**Run 1: track usage over the die**

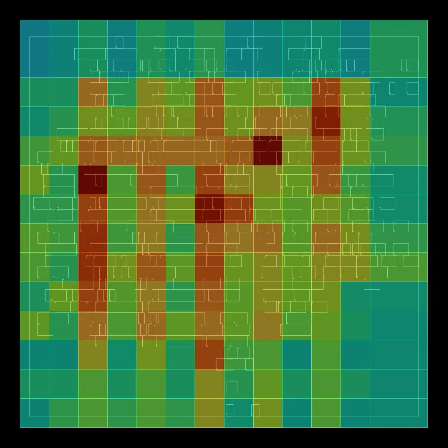
**Run 1: gate families picked out**

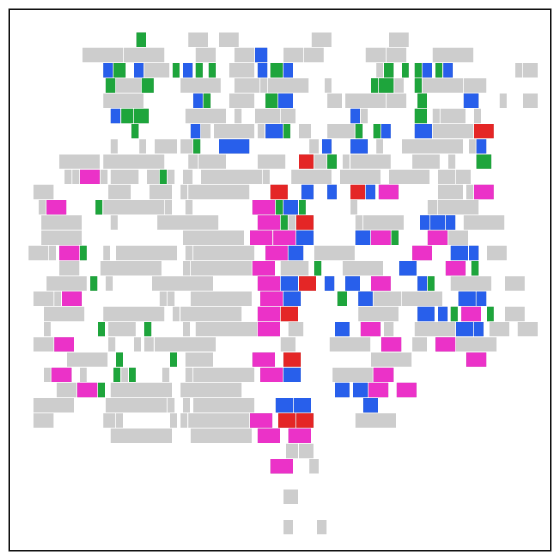
**Run 1: wiring by layer**

Only two layers are drawn.
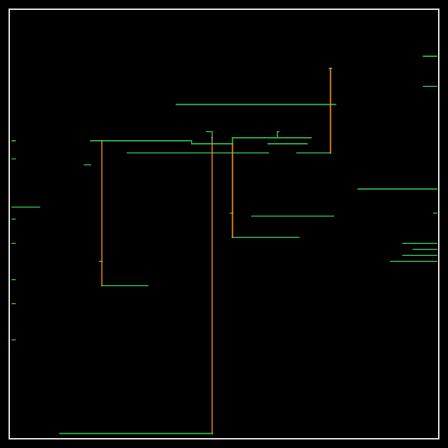
### config.mk
export PLATFORM = sky130hd
export DESIGN_NAME = serial_exec_unit_flat
export DESIGN_NICKNAME = d
export VERILOG_FILES = /design/src/rtl/serial_exec_unit_if.sv /design/src/rtl/serial_exec_unit.sv /design/src/flat_wrapper.sv
export SDC_FILE = /design/constraint.sdc
export NUM_CORES = 1
export LEC_CHECK = 0
export CAP_MARGIN = 5
export CORE_MARGIN = 2
export CORE_UTILIZATION = 35
export DETAILED_ROUTE_END_ITERATION = 16
export GPL_TIMING_DRIVEN = 0
export HOLD_SLACK_MARGIN = 0.05
export PLACE_DENSITY_LB_ADDON = 0.25
export SETUP_SLACK_MARGIN = 0.5
export SLEW_MARGIN = 25
export SYNTH_ARGS = -nofsm -noshare
export SYNTH_HDL_FRONTEND = slang
export SYNTH_SLANG_ARGS = --single-unit
export TNS_END_PERCENT = 30
### constraint.sdc
create_clock -name clk -period 5.35 [get_ports clk]
set_input_delay 0.535 -clock clk [delete_from_list [all_inputs] [get_ports clk]]
set_output_delay 0.535 -clock clk [all_outputs]
set_load 0.03 [all_outputs]
### src/rtl/serial_exec_unit_if.sv
// Instruction issue / status bundle for serial_exec_unit.
// master drives the instruction fields, slave reports progress and results.
interface serial_exec_unit_if #(
    parameter int WIDTH = 8,
    parameter int RW    = 2
);
    logic             start;
    logic [2:0]       op;
    logic [RW-1:0]    rd;
    logic [RW-1:0]    rs1;
    logic [RW-1:0]    rs2;
    logic [WIDTH-1:0] imm;
    logic             busy;
    logic             done;
    logic [WIDTH-1:0] acc_out;
    logic             carry_flag;
    logic             zero_flag;

    modport master (
        output start, op, rd, rs1, rs2, imm,
        input  busy, done, acc_out, carry_flag, zero_flag
    );

    modport slave (
        input  start, op, rd, rs1, rs2, imm,
        output busy, done, acc_out, carry_flag, zero_flag
    );
endinterface

### src/rtl/serial_exec_unit.sv
// Bit-serial ALU with a small register file, one result bit per cycle.
// Define SERIAL_EXEC_FLAGS_EN to build the carry/zero status flags.
module serial_exec_unit #(
    parameter int WIDTH = 8,
    parameter int NREGS = 4
) (
    input logic          clk,
    input logic          rst_n,
    serial_exec_unit_if.slave bus
);
    localparam int RW = $clog2(NREGS);
    localparam int CW = $clog2(WIDTH);

    localparam logic [2:0] OP_ADD = 3'd0;
    localparam logic [2:0] OP_SUB = 3'd1;
    localparam logic [2:0] OP_AND = 3'd2;
    localparam logic [2:0] OP_OR  = 3'd3;
    localparam logic [2:0] OP_XOR = 3'd4;
    localparam logic [2:0] OP_MOV = 3'd5;
    localparam logic [2:0] OP_LI  = 3'd6;
    localparam logic [2:0] OP_RSV = 3'd7;

    typedef enum logic [1:0] {
        IDLE,
        EXEC,
        WB
    } state_t;

    state_t state;
    state_t state_nx;

    logic             busy;
    logic             done;
    logic             accept;
    logic             last;
    logic [CW-1:0]    cnt;
    logic [2:0]       op_q;
    logic [RW-1:0]    rd_q;
    logic [WIDTH-1:0] a_sh;
    logic [WIDTH-1:0] b_sh;
    logic [WIDTH-1:0] acc;
    logic             cy;
    logic             cy_nx;
    logic             a_bit;
    logic             b_bit;
    logic             r_bit;
    logic             wr_ok;
    logic [WIDTH-1:0] op1;
    logic [WIDTH-1:0] op2;
    logic [WIDTH-1:0] regs [NREGS];

    assign accept = (state == IDLE) && bus.start;
    assign last   = (cnt == CW'(WIDTH - 1));
    assign wr_ok  = (op_q != OP_RSV) && (rd_q != '0)
                 && (int'(rd_q) < NREGS);

    always_ff @(posedge clk) begin
        if (!rst_n) state <= IDLE;
        else        state <= state_nx;
    end

    always_comb begin
        state_nx = state;
        busy     = 1'b0;
        done     = 1'b0;
        unique case (state)
            IDLE: if (bus.start) state_nx = EXEC;
            EXEC: begin
                busy = 1'b1;
                if (last) state_nx = WB;
            end
            WB: begin
                busy     = 1'b1;
                done     = 1'b1;
                state_nx = IDLE;
            end
            default: state_nx = IDLE;
        endcase
    end

    // Register 0 and indices past the file read as zero
    always_comb begin
        op1 = '0;
        op2 = '0;
        if (bus.rs1 != '0 && int'(bus.rs1) < NREGS) op1 = regs[bus.rs1];
        if (bus.rs2 != '0 && int'(bus.rs2) < NREGS) op2 = regs[bus.rs2];
    end

    always_comb begin
        a_bit = a_sh[0];
        b_bit = (op_q == OP_SUB) ? ~b_sh[0] : b_sh[0];
        r_bit = 1'b0;
        cy_nx = 1'b0;
        case (op_q)
            OP_ADD, OP_SUB: begin
                r_bit = a_bit ^ b_bit ^ cy;
                cy_nx = (a_bit & b_bit) | (a_bit & cy) | (b_bit & cy);
            end
            OP_AND:        r_bit = a_bit & b_bit;
            OP_OR:         r_bit = a_bit | b_bit;
            OP_XOR:        r_bit = a_bit ^ b_bit;
            OP_MOV, OP_LI: r_bit = a_bit;
            default:       r_bit = 1'b0;
        endcase
    end

    always_ff @(posedge clk) begin
        if (!rst_n) begin
            cnt  <= '0;
            op_q <= '0;
            rd_q <= '0;
            a_sh <= '0;
            b_sh <= '0;
            acc  <= '0;
            cy   <= 1'b0;
            for (int i = 0; i < NREGS; i++) regs[i] <= '0;
        end else if (accept) begin
            // LI rides the rs1 path so the serial core treats it like MOV
            op_q <= bus.op;
            rd_q <= bus.rd;
            a_sh <= (bus.op == OP_LI) ? bus.imm : op1;
            b_sh <= op2;
            cy   <= (bus.op == OP_SUB);
            cnt  <= '0;
        end else if (state == EXEC) begin
            a_sh <= a_sh >> 1;
            b_sh <= b_sh >> 1;
            acc  <= {r_bit, acc[WIDTH-1:1]};
            cy   <= cy_nx;
            cnt  <= cnt + 1'b1;
        end else if (state == WB) begin
            if (wr_ok) regs[rd_q] <= acc;
            cnt <= '0;
        end
    end

`ifdef SERIAL_EXEC_FLAGS_EN
    logic carry_q;
    logic zero_q;

    always_ff @(posedge clk) begin
        if (!rst_n) begin
            carry_q <= 1'b0;
            zero_q  <= 1'b0;
        end else if (state == WB) begin
            carry_q <= cy && (op_q == OP_ADD || op_q == OP_SUB);
            zero_q  <= (acc == '0);
        end
    end

    assign bus.carry_flag = carry_q;
    assign bus.zero_flag  = zero_q;
`else
    assign bus.carry_flag = 1'b0;
    assign bus.zero_flag  = 1'b0;
`endif

    assign bus.busy    = busy;
    assign bus.done    = done;
    assign bus.acc_out = acc;
endmodule
### src/flat_wrapper.sv
// flat-port wrapper written by rule: the top's interface ports become plain ports
module serial_exec_unit_flat 
#(
    parameter int WIDTH = 8,
    parameter int NREGS = 4
)
  (clk, rst_n, bus_start, bus_op, bus_rd, bus_rs1, bus_rs2, bus_imm, bus_busy, bus_done, bus_acc_out, bus_carry_flag, bus_zero_flag);
  serial_exec_unit_if #(.WIDTH(WIDTH)) bus_i ();
  input logic clk;
  input logic rst_n;
  input wire logic [$bits(bus_i.start)-1:0] bus_start;
  input wire logic [$bits(bus_i.op)-1:0] bus_op;
  input wire logic [$bits(bus_i.rd)-1:0] bus_rd;
  input wire logic [$bits(bus_i.rs1)-1:0] bus_rs1;
  input wire logic [$bits(bus_i.rs2)-1:0] bus_rs2;
  input wire logic [$bits(bus_i.imm)-1:0] bus_imm;
  output wire logic [$bits(bus_i.busy)-1:0] bus_busy;
  output wire logic [$bits(bus_i.done)-1:0] bus_done;
  output wire logic [$bits(bus_i.acc_out)-1:0] bus_acc_out;
  output wire logic [$bits(bus_i.carry_flag)-1:0] bus_carry_flag;
  output wire logic [$bits(bus_i.zero_flag)-1:0] bus_zero_flag;
  assign bus_i.start = bus_start;
  assign bus_i.op = bus_op;
  assign bus_i.rd = bus_rd;
  assign bus_i.rs1 = bus_rs1;
  assign bus_i.rs2 = bus_rs2;
  assign bus_i.imm = bus_imm;
  assign bus_busy = bus_i.busy;
  assign bus_done = bus_i.done;
  assign bus_acc_out = bus_i.acc_out;
  assign bus_carry_flag = bus_i.carry_flag;
  assign bus_zero_flag = bus_i.zero_flag;
  serial_exec_unit #(.WIDTH(WIDTH), .NREGS(NREGS)) u_core (.clk(clk), .rst_n(rst_n), .bus(bus_i));
endmodule
==> impl_metrics.env, run 1 <==
# flow metrics
export IMPL_cts_sink_count=59
export IMPL_design_area_um2=3550
export IMPL_synthMostInstantiatedCell="dfxtp_1"
export IMPL_fin_hold_ws_ps=473
export IMPL_synth_warnings=0
export IMPL_cts_root_buf="clkbuf_8"
export IMPL_crit_path_max_incr_delay_ps=700
export IMPL_timing_final_crit_period_ps=2400
export IMPL_ys_seq_frac=0.475
export IMPL_fillers=840
export IMPL_syn_inst=296
export IMPL_fp_util=0.362
export IMPL_dp_cells=426
export IMPL_path_max_fanout=7
export IMPL_edf_count=24
export IMPL_netlist_top_cells_area="edfxtp_1 (24%), dfxtp_1 (23%), mux2i_1 (7.4%)"
export IMPL_vdd_drop_max_mv=0.165
export IMPL_netlist_top_cells_count="dfxtp_1 (35), nand2_1 (34), nor2_1 (34), edfxtp_1 (24), mux2i_1 (22)"
export IMPL_grt_overflow_total=0
export IMPL_powerDensity_nw_per_um2=304
export IMPL_place_ws_ps=2570
export IMPL_cpMaxStageDelayCell="clkdlybuf4s50_1"
export IMPL_cts_clk_slew_worst_paths_ps=70
export IMPL_avgSynthCellArea_um2=10.1
export IMPL_grt_start_max_net_pins=12
export IMPL_dpl_cell_area_um2=3370
export IMPL_dr_total_vias=2204
export IMPL_cp_arrival_ps=1870
export IMPL_ys_async_sr_fraction=0
export IMPL_synthesis_area_um2=2990
export IMPL_io_pins=32
export IMPL_clk_latency_ps=340
export IMPL_routed_via_density=4.99
export IMPL_antenna_left=0
export IMPL_critPathKind="flop to output port"
export IMPL_cts_buffers=9
export IMPL_seqCellArea_um2=1420
export IMPL_ctsResizeCount=0
export IMPL_cts_hold_buf=0
export IMPL_yosys_area_um2=2990
export IMPL_period_used=0.450
export IMPL_first_pass_iters=4
export IMPL_area_growth_pct=18.8
export IMPL_num_antenna_cells=0
export IMPL_combGateArea_um2=1400
export IMPL_outcome="complete, no violations"
export IMPL_path_cells="inv_1, ha_1, clkdlybuf4s50_1"
export IMPL_wl_mm=6.52
export IMPL_leakage_nw=1.29
export IMPL_drc_errors=0
export IMPL_tritoncts="yes"
export IMPL_antenna_found_initial=0
export IMPL_fmax_mhz=416
export IMPL_worstPathRequired_ps=4820
export IMPL_grt_usage=0.156
export IMPL_die_area_um2=9300
export IMPL_netlist_area_leader_share=0.241
export IMPL_port_buffers=24
export IMPL_yosys_cell_types_count=39
export IMPL_drtIter0Drc=98
export IMPL_finalSetupViolations=0
export IMPL_min_path_type="flop to flop"
export IMPL_ys_cells=296
export IMPL_yosysTopAreaCell="edfxtp_1"
export IMPL_ys_ff=59
export IMPL_slew_viol_final=0
export IMPL_synthFlopType="dfxtp_1"
export IMPL_finalNonFillerCells=442
export IMPL_hold_viol_final=0
export IMPL_grt_setup_unrepaired="false"
export IMPL_post_cts_repair_setup_buffers=0
export IMPL_max_cap_violations=0
export IMPL_core_um2=8260
export IMPL_place_congestion=0.783
export IMPL_warnings=30
export IMPL_h_tree_depth=3
export IMPL_core_rowCount=33
export IMPL_fin_ws_ps=2950
export IMPL_fin_nets=361
export IMPL_clockBufferDepth=2
export IMPL_start_kind="flop"
export IMPL_die_h_um=96.4
export IMPL_hpwl_mm=4.91
export IMPL_die_width_um=96.4
export IMPL_clock_skew_final_ps=8.94
export IMPL_drive_gt1_frac=0.154
export IMPL_p_total_mw=1.08
export IMPL_grt_pass1_wl_mm=10.9
export IMPL_tns_ps=0
export IMPL_worst_pin_slew_ps=666
export IMPL_worstSetupEndpointType="output port"
export IMPL_grt_pass1_vias=2164
export IMPL_maxSlewHeadroom=0.553
Back to the opening pictures, 'track usage over the die':
GRT busiest layer: met2
WL/cell: 14.8 um
met1 Track Usage GR: 0.208
Final Util: 0.430
met2 usage: 0.236

Back to the opening pictures, 'gate families picked out':
legend:
  nand cells:
    colour: green
    cells: 49
  mux cells:
    colour: magenta
    cells: 38
  aoi and oai cells:
    colour: blue
    cells: 53
  non-inverting ao/oa cells:
    colour: red
    cells: 10

Back to the opening pictures, 'wiring by layer':
legend:
  M3:
    colour: green
    wire_length: 286 um
  M4:
    colour: orange
    wire_length: 139 um

-- run 1: worst paths after layout --
kind	from	to	slack, ps	depth (start not counted)
max	u_core.state[1]	bus_busy	2950	3
min	u_core.cnt[2]	u_core.cnt[2]	470	2
max reg2reg	u_core.op_q[0]	u_core.bus.acc_out[7]	3220	7
min reg2reg	u_core.cnt[2]	u_core.cnt[2]	470	2
-- run 1: cells by family (layout without fill, tap and decap cells) --
family	count (synthesis)	in the layout	share of synthesized area
adders and majority gates	9	9	0.0402
other	1	2	0.00125
and+or+nand+nor	93	93	0.138
buffers and inverters	32	72	0.0586
xor gates and xnor gates	1	1	0.00293
AOI/OAI and AO/OA	63	63	0.149
muxes	38	38	0.134
DFF	59	59	0.475
-- run 1: routing by layer --
layer | share of wire | track usage
met5 | 0 | 0
met4 | 0.021 | 0.0681
met3 | 0.044 | 0.0450
met2 | 0.45 | 0.236
met1 | 0.48 | 0.208
-- run 1: layout make-up --
type                    count  area share
flip-flops and latches     59       0.400
clock inverters             5      0.0155
multi-input cells         206       0.393
clock buffers              11      0.0370
repair buffers             24      0.0676
plain buffers              24      0.0409
inverters                   8     0.00845
well taps                 105      0.0370
-- run 1: sequential cells by signal (all words and copies together) (netlist names) --
name and cells:
u_core.a_sh 8, u_core.b_sh 8, u_core.bus.acc_out 8, u_core.cnt 3
u_core.cy 1, u_core.op_q 3, u_core.rd_q 2, u_core.regs 24
u_core.state 2
-- run 1: cells in the final DEF, fill, tap and decap left out, drive strengths merged, types with 7 or more instances in the layout --
| cell type | n |
|---|---|
| a211oi | 11 |
| a21oi | 22 |
| a221oi | 11 |
| a22o | 7 |
| buf | 17 |
| clkbuf | 18 |
| clkdlybuf4s50 | 24 |
| dfxtp | 35 |
| edfxtp | 24 |
| ha | 8 |
| inv | 8 |
| mux2 | 16 |
| mux2i | 22 |
| nand2 | 34 |
| nor2 | 36 |
-- run 1: report_power, final --
part           total (mW)  switching (mW)  internal, mW
logic               0.180           0.102        0.0778
clock network       0.388           0.175         0.214
registers           0.511          0.0177         0.493
total                1.08           0.294         0.784
-- run 1: worst max-delay path, delay by kind of cell, from the launching register on --
kind                       cells  cell delay, ps
DFF                            1             360
adders and majority gates      1             390
buffers and inverters          2             790
==> run 2, diff against run 1 <==
==> constraint.sdc (replaced) <==
create_clock -name clk -period 2.2 [get_ports clk]
set_input_delay 0.22 -clock clk [delete_from_list [all_inputs] [get_ports clk]]
set_output_delay 0.22 -clock clk [all_outputs]
set_load 0.03 [all_outputs]
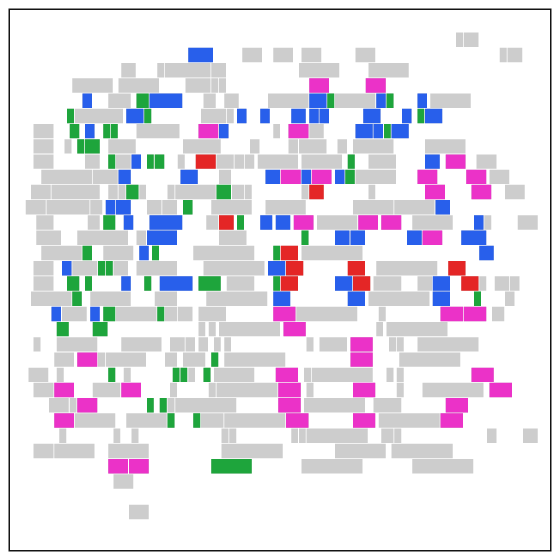
**Above:** run 2 (gate families picked out).
legend:
  non-inverting ao/oa cells:
    colour: red
    cells: 10
  nand cells:
    colour: green
    cells: 49
  aoi and oai cells:
    colour: blue
    cells: 53
  mux cells:
    colour: magenta
    cells: 38

==> run 2 against run 1 <==
Synthesized cell count unchanged. Global-route usage is 0.89 points higher. Largest power group unchanged. Clock power up 140%. Combinational power went up to 2.7 times the previous value. Synthesized area did not move. Critical endpoint is now u_core.bus.acc_out[7]. Critical path depth up 5. Core utilization grew 2.5 points. Clock skew is 1.4 ps lower. Hold slack worse by 150 ps. Wire length up 10%. Sequential share of layout area fell by 2.0 points.
==> impl_metrics.env, run 2 <==
# flow metrics
export IMPL_fin_nets=370
export IMPL_cts_clk_slew_worst_paths_ps=70
export IMPL_critPathKind="flop to flop"
export IMPL_hold_viol_final=0
export IMPL_synthesis_area_um2=2990
export IMPL_yosys_area_um2=2990
export IMPL_place_congestion=0.755
export IMPL_leakage_nw=1.40
export IMPL_drtIter0Drc=80
export IMPL_synthMostInstantiatedCell="dfxtp_1"
export IMPL_outcome="complete, no violations"
export IMPL_fp_util=0.362
export IMPL_antenna_found_initial=0
export IMPL_synthFlopType="dfxtp_1"
export IMPL_cp_arrival_ps=2070
export IMPL_grt_overflow_total=0
export IMPL_slew_viol_final=0
export IMPL_grt_usage=0.165
export IMPL_wl_per_cell_um=15.9
export IMPL_dr_total_vias=2315
export IMPL_final_layout_top_logic_cells="nor2_1 (33), nand2_1 (32), dfxtp_1 (31)"
export IMPL_synth_warnings=0
export IMPL_h_tree_depth=3
export IMPL_place_ws_ps=71.6
export IMPL_edf_count=24
export IMPL_grt_setup_unrepaired="true"
export IMPL_grt_pass1_wl_mm=11.3
export IMPL_warnings=33
export IMPL_tritoncts="yes"
export IMPL_min_path_type="primary input to flop"
export IMPL_avgSynthCellArea_um2=10.1
export IMPL_routed_via_density=5.13
export IMPL_drive_gt1_frac=0.237
export IMPL_utilization=0.455
export IMPL_yosysTopAreaCell="edfxtp_1"
export IMPL_ys_async_sr_fraction=0
export IMPL_worstSetupEndpointType="flop"
export IMPL_die_width_um=96.4
export IMPL_netlist_top_cells_area="edfxtp_1 (24%), dfxtp_1 (23%), mux2i_1 (7.4%)"
export IMPL_clockBufferDepth=2
export IMPL_num_antenna_cells=0
export IMPL_cts_buffers=9
export IMPL_drc_errors=0
export IMPL_core_um2=8260
export IMPL_maxSlewHeadroom=0.512
export IMPL_wl_mm=7.18
export IMPL_path_max_fanout=2
export IMPL_start_kind="flop"
export IMPL_ys_cells=296
export IMPL_yosys_cell_types_count=39
export IMPL_grt_pass1_vias=2207
export IMPL_finalSetupViolations=0
export IMPL_clk_latency_ps=340
export IMPL_worst_pin_slew_ps=732
export IMPL_netlist_top_cells_count="dfxtp_1 (35), nand2_1 (34), nor2_1 (34), edfxtp_1 (24), mux2i_1 (22)"
export IMPL_powerDensity_nw_per_um2=710
export IMPL_timing_final_crit_period_ps=1840
export IMPL_syn_inst=296
export IMPL_cts_root_buf="clkbuf_8"
export IMPL_worstPathRequired_ps=2420
export IMPL_io_pins=32
export IMPL_max_cap_violations=0
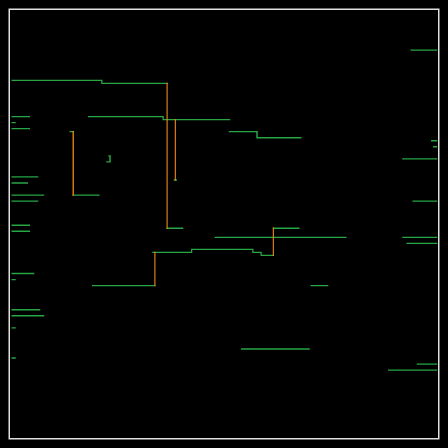
**Above:** run 2 (wiring by layer).
Only two layers are drawn.
legend:
  M3:
    colour: green
    wire_length: 304 um
  M4:
    colour: orange
    wire_length: 74.1 um

## run 2: cell count changes in the layout (fill, tap and decap cells not counted), moves of 3 or more
| cell | before | now |
|---|---|---|
| buf_4 | 6 | 15 |
| ha_1 | 8 | 5 |
| inv_4 | 0 | 3 |
| dfxtp_1 | 35 | 31 |
## run 2: logic make-up after synthesis
family | synth area share
buf+inv | 0.0586
fa+ha+maj | 0.0402
simple gates | 0.138
xor+xnor | 0.00293
flops | 0.475
mux | 0.134
other cells | 0.00125
compound gates | 0.149
## run 2: timing repair
action,in CTS,in global routing
hold buffers,0,0
buffers inserted,5,4
resized,19,14
setup endpoints to repair,50,53
pin swaps,5,5
## run 2: worst paths after layout
kind | start | end | slack (ps) | depth (start not counted)
max reg2reg | u_core.op_q[1] | u_core.bus.acc_out[7] | 360 | 8
min | rst_n | u_core.cnt[2] | 320 | 3
min reg2reg | u_core.cnt[1] | u_core.cnt[1] | 480 | 2
max | u_core.op_q[1] | u_core.bus.acc_out[7] | 360 | 8
## run 2: final cells by class
| cell class | instances | area, um^2 |
|---|---|---|
| repair buffers | 33 | 322 |
| clock buffers | 12 | 166 |
| multi-input cells | 206 | 1510 |
| fillers | 826 | 4500 |
| well taps | 105 | 131 |
| flip-flops and latches | 59 | 1430 |
| plain buffers | 24 | 149 |
| clock inverters | 4 | 21.3 |
| inverters | 8 | 35.0 |
## run 2: layer usage
metal,vias to the layer above,GRT usage,part of all wire
met4,0,0.0528,0.010
met2,46,0.251,0.46
met5,-,0,0
met3,10,0.0434,0.042
li1,1152,-,-
met1,1107,0.229,0.49
## run 2: per-stage QoR
step	std cells	hold WS [ps]	total power, mW	cell area (um^2)
after floorplan	297	356	1.57	3010
after global placement	426	459	1.70	3380
after detailed placement	426	469	1.71	3380
after CTS	447	302	2.66	3680
after global routing	451	349	2.78	3760
final	451	323	2.67	3760
## run 2: power breakdown
group          switching (mW)  total [mW]  internal [mW]  leakage (nW)
Combinational           0.269       0.492          0.223         0.763
Sequential             0.0469        1.25           1.20         0.536
Clock                   0.431       0.934          0.503         0.102
## run 2: worst max-delay path: stages, from the launching register on
cell      delay (ps)
dfxtp_1          310
buf_6            110
nor3b_4          160
xor2_1           210
inv_1            100
fa_2             550
nor2_2            40
a211oi_2         160
o41ai_1           80
==> run 3, diff against run 2 <==
==> constraint.sdc (replaced) <==
create_clock -name clk -period 1.9 [get_ports clk]
set_input_delay 0.19 -clock clk [delete_from_list [all_inputs] [get_ports clk]]
set_output_delay 0.19 -clock clk [all_outputs]
set_load 0.03 [all_outputs]
==> run 3 against run 2 <==
The flow now finishes with violations (negative setup slack). Total power is 22% higher. Maximum frequency is 4.1% lower. Critical path depth stayed put. Sequential power is about 20% higher. Worst setup slack worse by 380 ps. Global-route usage is 1.7 points higher. Clock skew is 2.9 ps higher. Sequential share of layout area is 4.7 points lower. First-iteration DRC count is 20% higher. Highest routed layer unchanged.
==> impl_metrics.env, run 3 <==
# flow metrics
export IMPL_period_used=1.01
export IMPL_wl_per_cell_um=17.4
export IMPL_netlist_top_cells_count="dfxtp_1 (35), nand2_1 (34), nor2_1 (34), edfxtp_1 (24), mux2i_1 (22)"
export IMPL_first_pass_iters=5
export IMPL_area_growth_pct=43.1
export IMPL_finalNonFillerCells=463
export IMPL_grt_setup_unrepaired="true"
export IMPL_yosysTopAreaCell="edfxtp_1"
export IMPL_maxSlewHeadroom=0.433
export IMPL_fin_nets=382
export IMPL_clock_skew_final_ps=10.5
export IMPL_drtIter0Drc=96
export IMPL_avgSynthCellArea_um2=10.1
export IMPL_cp_arrival_ps=2150
export IMPL_port_buffers=24
export IMPL_fin_ws_ps=-22.5
export IMPL_edf_count=24
export IMPL_worstPathRequired_ps=2130
export IMPL_h_tree_depth=3
export IMPL_top_register="u_core.regs"
export IMPL_die_area_um2=9300
export IMPL_grt_pass1_vias=2389
export IMPL_core_rowCount=33
export IMPL_grt_usage=0.182
export IMPL_syn_inst=296
export IMPL_timing_final_crit_period_ps=1920
export IMPL_antenna_found_initial=0
export IMPL_cts_sink_count=59
export IMPL_die_h_um=96.4
export IMPL_core_um2=8260
export IMPL_netlist_area_leader_share=0.241
export IMPL_grt_pass1_wl_mm=12.6
export IMPL_synthesis_area_um2=2990
export IMPL_path_cells="buf_6, nor3b_4, xor2_2, inv_2, fa_2, nor2_2, a211oi_2, o41ai_2"
export IMPL_r2r_end="u_core.bus.acc_out[7]"
export IMPL_leakage_nw=1.58
export IMPL_grt_start_max_net_pins=11
export IMPL_vdd_drop_max_mv=0.449
export IMPL_clk_latency_ps=350
export IMPL_tns_ps=-22.5
export IMPL_dp_cells=426
export IMPL_fp_util=0.362
export IMPL_hold_viol_final=0
export IMPL_final_layout_top_logic_cells="dfxtp_1 (31), nand2_1 (25), edfxtp_1 (24)"
export IMPL_fmax_mhz=520
export IMPL_cpMaxStageDelayCell="fa_2"
export IMPL_hpwl_mm=5.04
export IMPL_worst_pin_slew_ps=851
export IMPL_routed_via_density=5.31
export IMPL_ys_seq_frac=0.475
export IMPL_antenna_left=0
export IMPL_crit_path_max_incr_delay_ps=570
export IMPL_rrSetupSlack_ps=-20
export IMPL_largest_register_ffs=24
export IMPL_tritoncts="yes"
export IMPL_design_area_um2=4280
export IMPL_path_max_fanout=2
export IMPL_clockBufferDepth=2
export IMPL_yosys_area_um2=2990
export IMPL_drc_errors=0
export IMPL_dpl_cell_area_um2=3420
export IMPL_critPathKind="flop to flop"
export IMPL_grt_overflow_total=0
export IMPL_place_congestion=0.757
export IMPL_synth_warnings=0
export IMPL_yosys_cell_types_count=39
export IMPL_max_cap_violations=0
export IMPL_startpoint="u_core.op_q[1]"
export IMPL_start_kind="flop"
export IMPL_synthFlopType="dfxtp_1"
export IMPL_failed_checks="negative setup slack"
export IMPL_io_pins=32
export IMPL_netlist_top_cells_area="edfxtp_1 (24%), dfxtp_1 (23%), mux2i_1 (7.4%)"
export IMPL_setup_worst_path_end="u_core.bus.acc_out[7]"
export IMPL_outcome="finished with violations"
export IMPL_die_width_um=96.4
export IMPL_wl_mm=8.04
export IMPL_drive_gt1_frac=0.399
export IMPL_worstRegToRegCells=8
export IMPL_num_antenna_cells=0
export IMPL_ys_cells=296
export IMPL_utilization=0.518
export IMPL_min_path_type="primary input to flop"
export IMPL_cts_buffers=9
export IMPL_worstSetupEndpointType="flop"
export IMPL_layout_top_cell="dfxtp_1"
export IMPL_powerDensity_nw_per_um2=761
export IMPL_cts_clk_slew_worst_paths_ps=70
export IMPL_synthMostInstantiatedCell="dfxtp_1"
export IMPL_dr_total_vias=2458
export IMPL_cts_root_buf="clkbuf_8"
export IMPL_warnings=33
export IMPL_slew_viol_final=0
export IMPL_regToRegStartpoint="u_core.op_q[1]"
export IMPL_cts_hold_buf=0
export IMPL_ys_async_sr_fraction=0
export IMPL_ys_ff=59
export IMPL_finalSetupViolations=1
[run 3: cell counts after synthesis]
Identical to the previous run, type by type.
[run 3: cells by family after synthesis]
group	Yosys count	share of synthesized area
mux	38	0.134
compound gates	63	0.149
simple gates	93	0.138
xor+xnor	1	0.00293
buf+inv	32	0.0586
flops	59	0.475
fa+ha+maj	9	0.0402
other cells	1	0.00125
[run 3: worst max-delay path: cells and delay by family, from the launching register on]
family | cells | cell delay (ps)
fa+ha+maj | 1 | 570
simple gates | 2 | 270
flops | 1 | 310
compound gates | 2 | 260
buf+inv | 2 | 190
xor+xnor | 1 | 190
[run 3: power breakdown]
part           total (mW)  internal, mW  leakage (nW)  switching [mW]
Sequential           1.45          1.39         0.536          0.0592
Combinational       0.781         0.379         0.952           0.402
Clock                1.03         0.542        0.0905           0.487
[run 3: timing repair]
item / in CTS / in global routing
pin swaps: 34 / 39
setup endpoints to repair: 83 / 74
gates resized: 84 / 63
buffers inserted: 18 / 3
[run 3: cell type report]
type	instances	area, um^2
Timing Repair Buffer	45	457
Buffer	24	224
Multi-Input combinational cell	206	1830
Clock inverter	2	10.0
Fill cell	736	3980
Sequential cell	59	1430
Tap cell	105	131
Clock buffer	14	163
Inverter	8	37.5
[run 3: stage by stage]
stage                     worst slack (ps)  power (mW)  hold slack (ps)
after floorplan                        133        1.84              318
after global placement               -88.2        1.99              457
after detailed placement             -88.4        1.99              461
after CTS                            -2.89        3.15              268
after global routing                  -105        3.39              331
final                                -22.5        3.26              285
[run 3: per-layer routing]
layer,part of all wire,up-vias,wire length (um),GRT usage
met5,0,-,0,0
met4,0.015,0,121,0.0516
met3,0.040,10,323,0.0566
met2,0.51,59,4080,0.294
met1,0.44,1211,3520,0.237
li1,-,1178,-,-
[run 3: how the worst min path moves through the flow]
stage | end | depth (start not counted) | slack [ps] | start
4_1_cts | u_core.cnt[2] | 3 | 270 | rst_n
2_1_floorplan | u_core.op_q[0] | 2 | 320 | bus_op[0]
5_1_grt | u_core.cnt[2] | 3 | 330 | rst_n
3_3_place_gp | u_core.b_sh[7] | 2 | 460 | u_core.b_sh[7]
6_report | u_core.cnt[2] | 3 | 280 | rst_n
3_5_place_dp | u_core.b_sh[7] | 2 | 460 | u_core.b_sh[7]
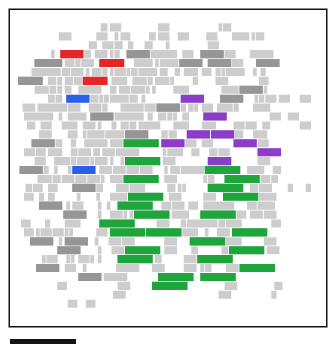
**Above:** run 3 (sequential cells coloured by netlist name).
Bar = 20 um. Other sequential cells in the stronger grey, the rest of the logic in the fainter grey.
legend:
  u_core.op_q:
    colour: red
    placed_flops: 3
  u_core.rd_q:
    colour: blue
    placed_flops: 2
  u_core.b_sh:
    colour: purple
    placed_flops: 8
  u_core.regs:
    colour: green
    placed_flops: 24
not coloured: 22

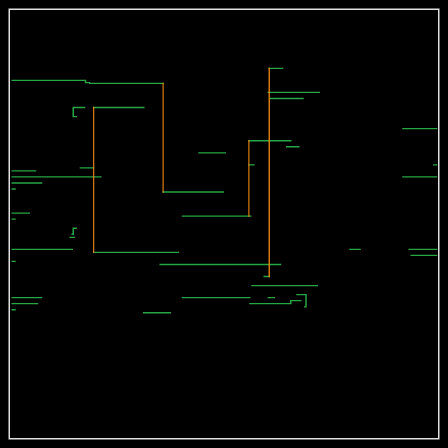
**Above:** run 3 (wiring by layer).
Only two layers are drawn.
legend:
  M4:
    colour: orange
    wire_length: 121 um
  M3:
    colour: green
    wire_length: 324 um

Power figures rest on the tool's default switching activity, not on a simulated workload.
